### src/rtl/matraptor_row_drain.sv
// matraptor_row_drain: NQ-way column merge of one PE's sorted queues into a <val,row,col> stream
// Ports: row_done/row_idx start a row; q_valid/q_col/q_val are the queue heads, q_pop advances one head;
//   out_valid/out_ready/out_val/out_row/out_col/out_last form a single-stage triple stream;
//   busy/drain_done/out_count report row progress.
// Define SAT_ACC_EN for signed saturating accumulation; the default build wraps modulo 2^DATA_W.
module matraptor_row_drain #(
  parameter int DATA_W = 32,
  parameter int IDX_W  = 16,
  parameter int NQ     = 8
) (
  input  logic                 clk,
  input  logic                 rst,
  input  logic                 row_done,
  input  logic [IDX_W-1:0]     row_idx,
  input  logic [NQ-1:0]        q_valid,
  input  logic [NQ*IDX_W-1:0]  q_col,
  input  logic [NQ*DATA_W-1:0] q_val,
  output logic [NQ-1:0]        q_pop,
  output logic                 out_valid,
  input  logic                 out_ready,
  output logic [DATA_W-1:0]    out_val,
  output logic [IDX_W-1:0]     out_row,
  output logic [IDX_W-1:0]     out_col,
  output logic                 out_last,
  output logic                 busy,
  output logic                 drain_done,
  output logic [IDX_W-1:0]     out_count
);
  localparam int SW = $clog2(NQ);
  typedef enum logic [1:0] {IDLE, MERGE, FLUSH, LAST} state_t;
  state_t state_q, state_d;
  logic [IDX_W-1:0] row_q, row_d, acc_col_q, acc_col_d, out_row_q, out_row_d, out_col_q, out_col_d;
  logic [IDX_W-1:0] out_count_q, out_count_d;
  logic [DATA_W-1:0] acc_val_q, acc_val_d, out_val_q, out_val_d;
  logic acc_vld_q, acc_vld_d, out_valid_q, out_valid_d, out_last_q, out_last_d;
  logic busy_q, busy_d, drain_done_q, drain_done_d;
  logic [SW-1:0] sel;
  logic [IDX_W-1:0] sel_col;
  logic [DATA_W-1:0] sel_val, sum;
  logic any_v, same, free, xfer, ld;
  // strict < keeps the lowest-index queue on equal columns
  always_comb begin
    sel = '0;
    any_v = 1'b0;
    sel_col = '0;
    for (int i = 0; i < NQ; i++)
      if (q_valid[i] && (!any_v || q_col[i*IDX_W +: IDX_W] < sel_col)) begin
        any_v = 1'b1;
        sel = SW'(i);
        sel_col = q_col[i*IDX_W +: IDX_W];
      end
    sel_val = q_val[sel*DATA_W +: DATA_W];
  end
  assign same = state_q == MERGE && any_v && acc_vld_q && sel_col == acc_col_q;
  assign free = !out_valid_q || out_ready;
  assign xfer = out_valid_q && out_ready;
`ifdef SAT_ACC_EN
  logic acc_sat_q, acc_sat_d, ovf;
  logic [DATA_W:0] sum_x;
  // once a column has clamped it ignores further addends
  always_comb begin
    sum_x = {acc_val_q[DATA_W-1], acc_val_q} + {sel_val[DATA_W-1], sel_val};
    ovf = sum_x[DATA_W] ^ sum_x[DATA_W-1];
    sum = acc_sat_q ? acc_val_q : !ovf ? sum_x[DATA_W-1:0] : {sum_x[DATA_W], {(DATA_W-1){~sum_x[DATA_W]}}};
    acc_sat_d = same ? acc_sat_q | ovf : |q_pop ? 1'b0 : acc_sat_q;
  end
  always_ff @(posedge clk)
    if (rst) acc_sat_q <= 1'b0;
    else acc_sat_q <= acc_sat_d;
`else
  assign sum = acc_val_q + sel_val;
`endif
  always_comb begin
    state_d = state_q;
    row_d = row_q;
    acc_vld_d = acc_vld_q;
    acc_col_d = acc_col_q;
    acc_val_d = acc_val_q;
    busy_d = busy_q;
    drain_done_d = 1'b0;
    q_pop = '0;
    ld = 1'b0;
    out_count_d = xfer && !(&out_count_q) ? out_count_q + 1'b1 : out_count_q;
    case (state_q)
      IDLE: if (row_done) begin
        row_d = row_idx;
        out_count_d = '0;
        busy_d = 1'b1;
        state_d = MERGE;
      end
      MERGE: if (!any_v) state_d = FLUSH;
        else if (!acc_vld_q || same || free) begin
          q_pop[sel] = 1'b1;
          ld = acc_vld_q && !same;
          acc_vld_d = 1'b1;
          acc_col_d = sel_col;
          acc_val_d = same ? sum : sel_val;
        end
      FLUSH: if (!acc_vld_q) begin
        drain_done_d = 1'b1;
        busy_d = 1'b0;
        state_d = IDLE;
      end else if (free) begin
        ld = 1'b1;
        acc_vld_d = 1'b0;
        state_d = LAST;
      end
      default: if (xfer) begin
        drain_done_d = 1'b1;
        busy_d = 1'b0;
        state_d = IDLE;
      end
    endcase
    out_valid_d = ld || (out_valid_q && !out_ready);
    out_val_d = ld ? acc_val_q : out_val_q;
    out_row_d = ld ? row_q : out_row_q;
    out_col_d = ld ? acc_col_q : out_col_q;
    out_last_d = ld ? state_q == FLUSH : out_last_q;
  end
  always_ff @(posedge clk)
    if (rst) begin
      state_q <= IDLE;
      row_q <= '0;
      acc_vld_q <= 1'b0;
      acc_col_q <= '0;
      acc_val_q <= '0;
      out_valid_q <= 1'b0;
      out_val_q <= '0;
      out_row_q <= '0;
      out_col_q <= '0;
      out_last_q <= 1'b0;
      busy_q <= 1'b0;
      drain_done_q <= 1'b0;
      out_count_q <= '0;
    end else begin
      state_q <= state_d;
      row_q <= row_d;
      acc_vld_q <= acc_vld_d;
      acc_col_q <= acc_col_d;
      acc_val_q <= acc_val_d;
      out_valid_q <= out_valid_d;
      out_val_q <= out_val_d;
      out_row_q <= out_row_d;
      out_col_q <= out_col_d;
      out_last_q <= out_last_d;
      busy_q <= busy_d;
      drain_done_q <= drain_done_d;
      out_count_q <= out_count_d;
    end
  assign out_valid = out_valid_q;
  assign out_val = out_val_q;
  assign out_row = out_row_q;
  assign out_col = out_col_q;
  assign out_last = out_last_q;
  assign busy = busy_q;
  assign drain_done = drain_done_q;
  assign out_count = out_count_q;
endmodule

### config.mk
export PLATFORM = sky130hd
export DESIGN_NAME = matraptor_row_drain
export DESIGN_NICKNAME = d
export VERILOG_FILES = /design/src/rtl/matraptor_row_drain.sv
export SDC_FILE = /design/constraint.sdc
export NUM_CORES = 1
export LEC_CHECK = 0
export ABC_CLOCK_PERIOD_IN_PS = 40700
export CORE_AREA = 2 2 197 199
export CTS_CLUSTER_DIAMETER = 40
export DETAILED_ROUTE_END_ITERATION = 6
export DIE_AREA = 0 0 199 201
export PLACE_DENSITY = 0.77
export SLEW_MARGIN = 20
export SYNTH_ARGS = -nofsm -noshare
export SYNTH_HDL_FRONTEND = slang
export SYNTH_SLANG_ARGS = --single-unit
### constraint.sdc
create_clock -name clk -period 40.7 [get_ports clk]
set_clock_uncertainty 0.05 [all_clocks]
set_input_delay 8.14 -clock clk [delete_from_list [all_inputs] [get_ports clk]]
set_output_delay 8.14 -clock clk [all_outputs]
set_load 0.005 [all_outputs]
**Run 1: M1 wires**

The bar under the picture is 50 um long.
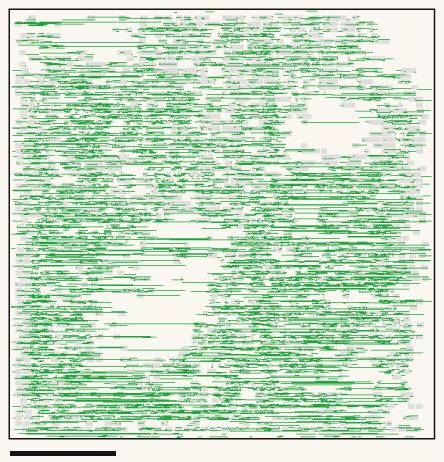
longest straight run: 73.6 um
wire length on this layer: 25.9 mm
fraction of met1 tracks used by global routing: 36.8%
routed wire length: 64000 um
total via count in the routed design: 15800

**Run 1: metal 2**

The bar under the picture is 50 um long.
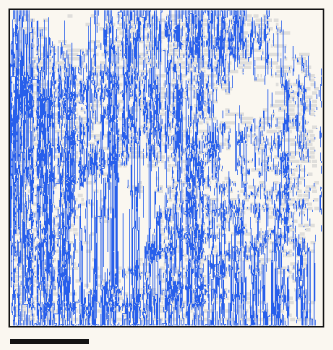
main direction: vertical
longest straight run: 135 um
M2 GR Usage: 55.1%

==> ds_physical_params.txt, run 1 <==
Physical design parameters

Parameter                              Value

Status
  Outcome .................. finished, final reports clean

Power
  Combinational-cell power consumption .................. 690 uW
  Pleak .................. 8.17 nW
  Power group with the highest consumption .................. combinational cells
  Power Internal .................. 565 uW
  Reported sequential group power .................. approximately 190 uW
  Clock Power .................. 170 uW
  Peak supply drop .................. between 0.00003 and 0.00004 V
  Switching Power .................. 489 uW

Synth
  Count of instantiated cells in the yosys netlist .................. roughly 1900
  Synth unique cells .................. just over 80
  Synth top area share .................. 20.6%
  Sequential cell area fraction in the yosys report .................. between 20% and 30%
  Post-synthesis register bit count .................. 151
  Instance count of the mapped netlist .................. 1858
  Largest non-sequential cell family by area .................. simple AND/OR/NAND/NOR gates
  Complex-gate fraction of the synthesized area .................. 22.1%
  Synthesis warning total .................. 0
  Average cell area after synthesis .................. 7.90 um2
  Dominant cell by count in the synthesized netlist .................. nand2_1
  Mux frac, synth .................. 13.8%
  Combined area of all synthesized cells .................. 0.0147 mm2
  Flip-flops with a built-in enable .................. 0
  FA/HA/MAJ Cells, Area Fraction .................. 12.1%

GRT
  Wire length of the first global-routing pass .................. 94600 um
  Vias in the first global route .................. 15700
  GR Util All Layers .................. 31.3%
  Pin count of the biggest net entering global routing .................. around 70
  Initial antenna violation count .................. 26

Route
  Count of antenna-violating nets left after detailed routing .................. 0
  Vias per cell .................. 5.56
  Detailed Route Iter0 Violations .................. 906
  Routed wirelength normalized by instance count .................. 22.5 um
  Detailed-routing wirelength on met1 .................. 25900 um

Final layout
  Fraction of the core area covered by cells at the end of the flow .................. 54.4%
  Clock-cell share of area .................. 3.02%
  Number of antenna repair diodes .................. 19
  Filler cell count .................. 3566
  Final design instance area without fill .................. 0.0207 mm2
  Sequential share of cell area .................. 14.6%
  Cell kind with the greatest summed area .................. multi-input combinational cells
  Non-filler cells, final .................. 2842
  Number of ordinary inverters in the final layout .................. between 80 and 90
  Clock buf count .................. 18
  Combinational cell area excluding buffers and inverters .................. 0.0109 mm2
  Nets .................. 2845
  Proportion of layout cells with a drive suffix above 1 .................. under 10%

Worst hold path
  Number of cells on the worst hold path .................. 2

CTS
  Cell at the root of the clock tree .................. clkbuf_16
  Total CTS buffers .................. 17
  Clock-pin slew reported for the worst setup and hold paths after clock tree synthesis .................. 0.06 ns
  Number of setup buffers added after CTS .................. 0
  Count of hold-fix buffers inserted at cts .................. 0
  Post-CTS Resized .................. 0
  Clock Sink Count .................. 151
  CTS tree .................. done

Placement
  Buffers on Ports .................. 503
  Total cell area at the placement stage .................. 0.0201 mm2
  Cells after DPL .................. ~2800
  Routability Congestion .................. 0.987
  Worst setup slack before clock tree synthesis .................. 1.96 ns

Setup path
  Slowest CP cell .................. clkdlybuf4s50_1
  Critical path fanouts, max .................. 60
  Cell seen most often among critical-path stages .................. a21o_1
  Capturing element of the worst setup path .................. q_pop[3]
  Number of stages on the worst setup path .................. 78
  Crit path max-delay family .................. AND-OR/OR-AND gates
  Delay of the slowest cell on the worst path .................. 1.00 ns
  Category of the worst setup path capture point .................. primary output
  Worst EP arrival .................. between 30 and 40 ns

Final timing
  Final worst path period need .................. slightly below 40 ns
  Final worst path period share .................. 95.6%
  Total Negative Setup Slacks .................. 0 ns
  Max-slew headroom .................. 29.6%
  Hold Violations, Final .................. 0

Die
  Cell Rows .................. 72
  Floorplan core area .................. 0.0381 mm2
  Total die size .................. 0.0400 mm2
  Core Density at Floorplan .................. about two fifths

Job
  Tally of OpenROAD warnings .................. 30
**Run 1: metal 3**

The bar under the picture is 50 um long.
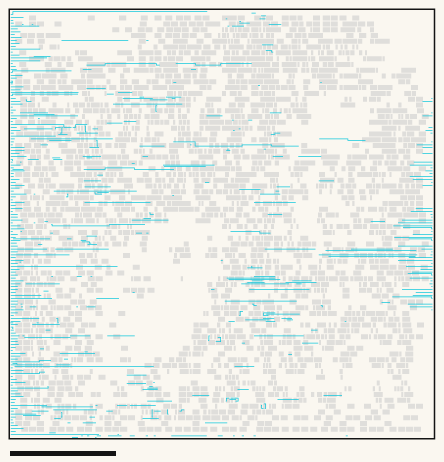
nets with wire on the layer: 359
longest straight run: 91.1 um
share of all routed wire: 5.0%
wire length on this layer: 3220 um
global-route track usage on met3: 4.96%

--- run 2 (diff from run 1) ---
==> config.mk (replaced) <==
export PLATFORM = sky130hd
export DESIGN_NAME = matraptor_row_drain
export DESIGN_NICKNAME = d
export VERILOG_FILES = /design/src/rtl/matraptor_row_drain.sv
export SDC_FILE = /design/constraint.sdc
export NUM_CORES = 1
export LEC_CHECK = 0
export ABC_CLOCK_PERIOD_IN_PS = 45700
export CORE_AREA = 2 2 196 198
export CTS_CLUSTER_DIAMETER = 40
export DETAILED_ROUTE_END_ITERATION = 6
export DIE_AREA = 0 0 198 200
export PLACE_DENSITY = 0.78
export SLEW_MARGIN = 20
export SYNTH_ARGS = -nofsm -noshare
export SYNTH_HDL_FRONTEND = slang
export SYNTH_SLANG_ARGS = --single-unit
export TNS_END_PERCENT = 1
==> constraint.sdc (replaced) <==
create_clock -name clk -period 45.7 [get_ports clk]
set_clock_uncertainty 0.05 [all_clocks]
set_input_delay 9.14 -clock clk [delete_from_list [all_inputs] [get_ports clk]]
set_output_delay 9.14 -clock clk [all_outputs]
set_load 0.005 [all_outputs]
**Run 2: metal 2**

The bar under the picture is 50 um long.
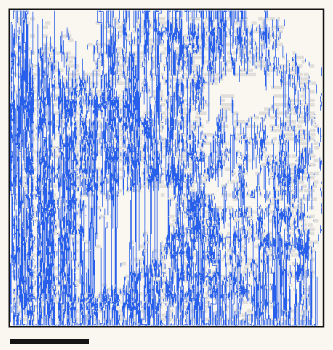
routed wire length: 63600 um
M2 GR Usage: 56.8%
total via count in the routed design: 15900

**Run 2: signal wires on met4**

The bar under the picture is 50 um long.
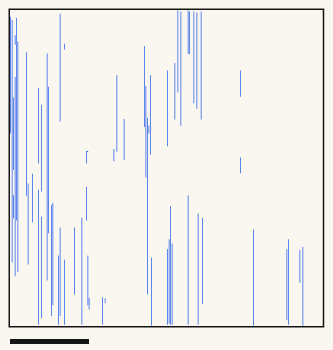
nets with wire on the layer: 60
wire length on this layer: 3430 um
longest straight run: 153 um

==> run 2 against run 1 <==
  * Total power is 11% lower
  * Synthesized cell count stayed put
  * Largest power group unchanged
  * Critical endpoint is now q_pop[2]
  * Final cell count is 0.11% lower
  * Critical path type unchanged
==> ds_physical_params.txt, run 2 <==
Physical design parameters

Parameter                              Value

Status
  Outcome .................. finished, final reports clean

Synth
  FA/HA/MAJ Cells, Area Fraction .................. 12.1%
  Dominant cell by count in the synthesized netlist .................. nand2_1
  Instance count of the mapped netlist .................. 1858
  Synth top area share .................. around a fifth
  Count of instantiated cells in the yosys netlist .................. ~1900
  Average cell area after synthesis .................. 7.90 um2
  Largest non-sequential cell family by area .................. simple AND/OR/NAND/NOR gates
  Mux frac, synth .................. around 14%
  Sequential cell area fraction in the yosys report .................. 20.6%
  Post-synthesis register bit count .................. 151
  Complex-gate fraction of the synthesized area .................. 22.1%

Setup path
  Number of stages on the worst setup path .................. 86
  Delay of the slowest cell on the worst path .................. 0.99 ns
  Cell seen most often among critical-path stages .................. a21o_1
  Critical path fanouts, max .................. 71
  Capturing element of the worst setup path .................. q_pop[2]
  Category of the worst setup path capture point .................. primary output

Die
  Total die size .................. 0.0396 mm2
  Floorplan core area .................. 0.0374 mm2
  Core Density at Floorplan .................. 39.2%

Placement
  Buffers on Ports .................. 503
  Routability Congestion .................. a little over 1
  Total cell area at the placement stage .................. between 0.02 and 0.025 mm2
  Worst setup slack before clock tree synthesis .................. 4.95 ns

Final layout
  Number of antenna repair diodes .................. 23
  Nets .................. 2846
  Filler cell count .................. 3449
  Clock-cell share of area .................. 3.02%
  Number of ordinary inverters in the final layout .................. 83
  Combinational cell area excluding buffers and inverters .................. between 0.01 and 0.015 mm2
  Clock buf count .................. 18
  Non-filler cells, final .................. 2839
  Sequential share of cell area .................. 14.6%
  Cell kind with the greatest summed area .................. multi-input combinational cells

Power
  Reported sequential group power .................. between 150 and 200 uW
  Power group with the highest consumption .................. combinational cells
  Peak supply drop .................. about 0.000032 V
  Switching Power .................. 434 uW
  Power Internal .................. 507 uW
  Combinational-cell power consumption .................. 615 uW

GRT
  Wire length of the first global-routing pass .................. 93400 um
  GR Util All Layers .................. 31.3%
  Pin count of the biggest net entering global routing .................. about 130
  Fraction of met1 tracks used by global routing .................. 35.8%
  Vias in the first global route .................. 15700
  Global-route track usage on met3 .................. 4.82%
  Initial antenna violation count .................. 25

CTS
  CTS tree .................. done
  Number of setup buffers added after CTS .................. 0
  Clock Sink Count .................. 151
  Clock-pin slew reported for the worst setup and hold paths after clock tree synthesis .................. 0.07 ns
  Count of hold-fix buffers inserted at cts .................. 0

Final timing
  Final worst path period need .................. 41.17 ns
  Hold Violations, Final .................. 0

Route
  Detailed-routing wirelength on met1 .................. about 25000 um
  Count of antenna-violating nets left after detailed routing .................. 0
  Routed wirelength normalized by instance count .................. 22.4 um
  Vias per cell .................. 5.59
  Detailed Route Iter0 Violations .................. 1012

Worst hold path
  Number of cells on the worst hold path .................. 2
--- run 3 (diff from run 2) ---
--- a/config.mk
+++ b/config.mk
@@ -11,7 +11,6 @@
 export DETAILED_ROUTE_END_ITERATION = 6
 export DIE_AREA = 0 0 198 200
 export PLACE_DENSITY = 0.78
-export SLEW_MARGIN = 20
 export SYNTH_ARGS = -nofsm -noshare
 export SYNTH_HDL_FRONTEND = slang
 export SYNTH_SLANG_ARGS = --single-unit
**Run 3: metal 3**

The bar under the picture is 50 um long.
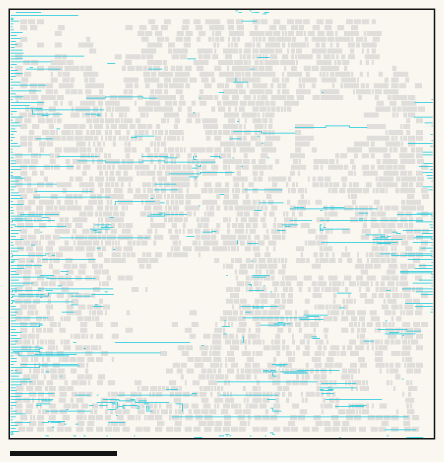
nets with wire on the layer: 365
share of all routed wire: 5.1%
main direction: horizontal
wire length on this layer: 3270 um
global-route track usage on met3: 4.82%

**Run 3: congestion heat map**

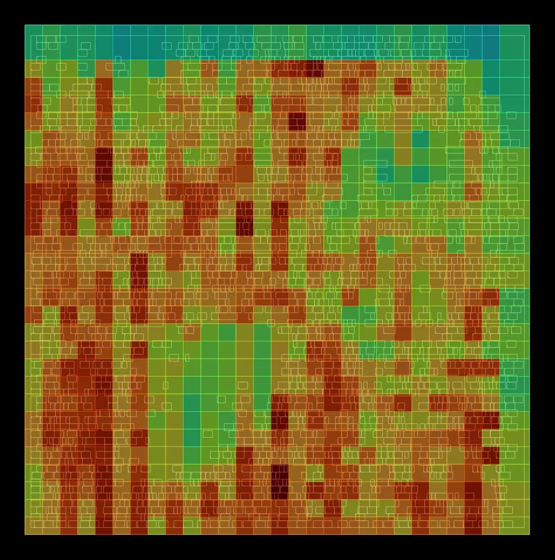
GR Util All Layers: 31.3%
routed wirelength normalized by instance count: 22.4 um
fraction of the core area covered by cells at the end of the flow: 55.4%
Most Used Layer, Global Route: met2

==> run 3 against run 2 <==
  * Largest power group unchanged
  * Synthesized cell count did not move
  * Combinational power about the same
  * Design area is essentially flat
  * Via count did not move
  * Final cell count unchanged
  * Critical endpoint unchanged
==> ds_physical_params.txt, run 3 <==
Physical design parameters

Parameter                              Value

Status
  Outcome .................. finished, final reports clean

Final timing
  Max-slew headroom .................. 24.8%
  Final worst path period need .................. 41.17 ns

CTS
  Clock-pin slew reported for the worst setup and hold paths after clock tree synthesis .................. 0.07 ns
  Post-CTS Resized .................. 0
  Count of hold-fix buffers inserted at cts .................. 0
  CTS tree .................. done
  Number of setup buffers added after CTS .................. 0

Setup path
  Critical path fanouts, max .................. 71
  Delay of the slowest cell on the worst path .................. 0.99 ns
  Capturing element of the worst setup path .................. q_pop[2]

Placement
  Worst setup slack before clock tree synthesis .................. around 4.9 ns
  Cells after DPL .................. 2785
  Buffers on Ports .................. 503
  Routability Congestion .................. 1.02

Synth
  Synth top area share .................. 20.6%
  Mux frac, synth .................. between 10% and 20%
  Largest non-sequential cell family by area .................. simple AND/OR/NAND/NOR gates
  Dominant cell by count in the synthesized netlist .................. nand2_1
  Instance count of the mapped netlist .................. 1858
  Complex-gate fraction of the synthesized area .................. 22.1%
  Combined area of all synthesized cells .................. 0.0147 mm2

Power
  Clock Power .................. 153 uW
  Peak supply drop .................. 0.0000318 V
  Pleak .................. 8.16 nW
  Switching Power .................. between 400 and 500 uW
  Power group with the highest consumption .................. combinational cells

Final layout
  Sequential share of cell area .................. 14.6%
  Filler cell count .................. 3451
  Proportion of layout cells with a drive suffix above 1 .................. 5.21%
  Number of antenna repair diodes .................. 23
  Nets .................. 2846

Route
  Count of antenna-violating nets left after detailed routing .................. 0
  Total via count in the routed design .................. roughly 16000
  Detailed Route Iter0 Violations .................. about 1000
  Routed wire length .................. 63600 um

Worst hold path
  Number of cells on the worst hold path .................. 2

Job
  Tally of OpenROAD warnings .................. 33

GRT
  Initial antenna violation count .................. 25

Die
  Total die size .................. slightly below 0.04 mm2
  Floorplan core area .................. 0.0374 mm2
No activity file was given, so power comes from the tool's default toggle rates.
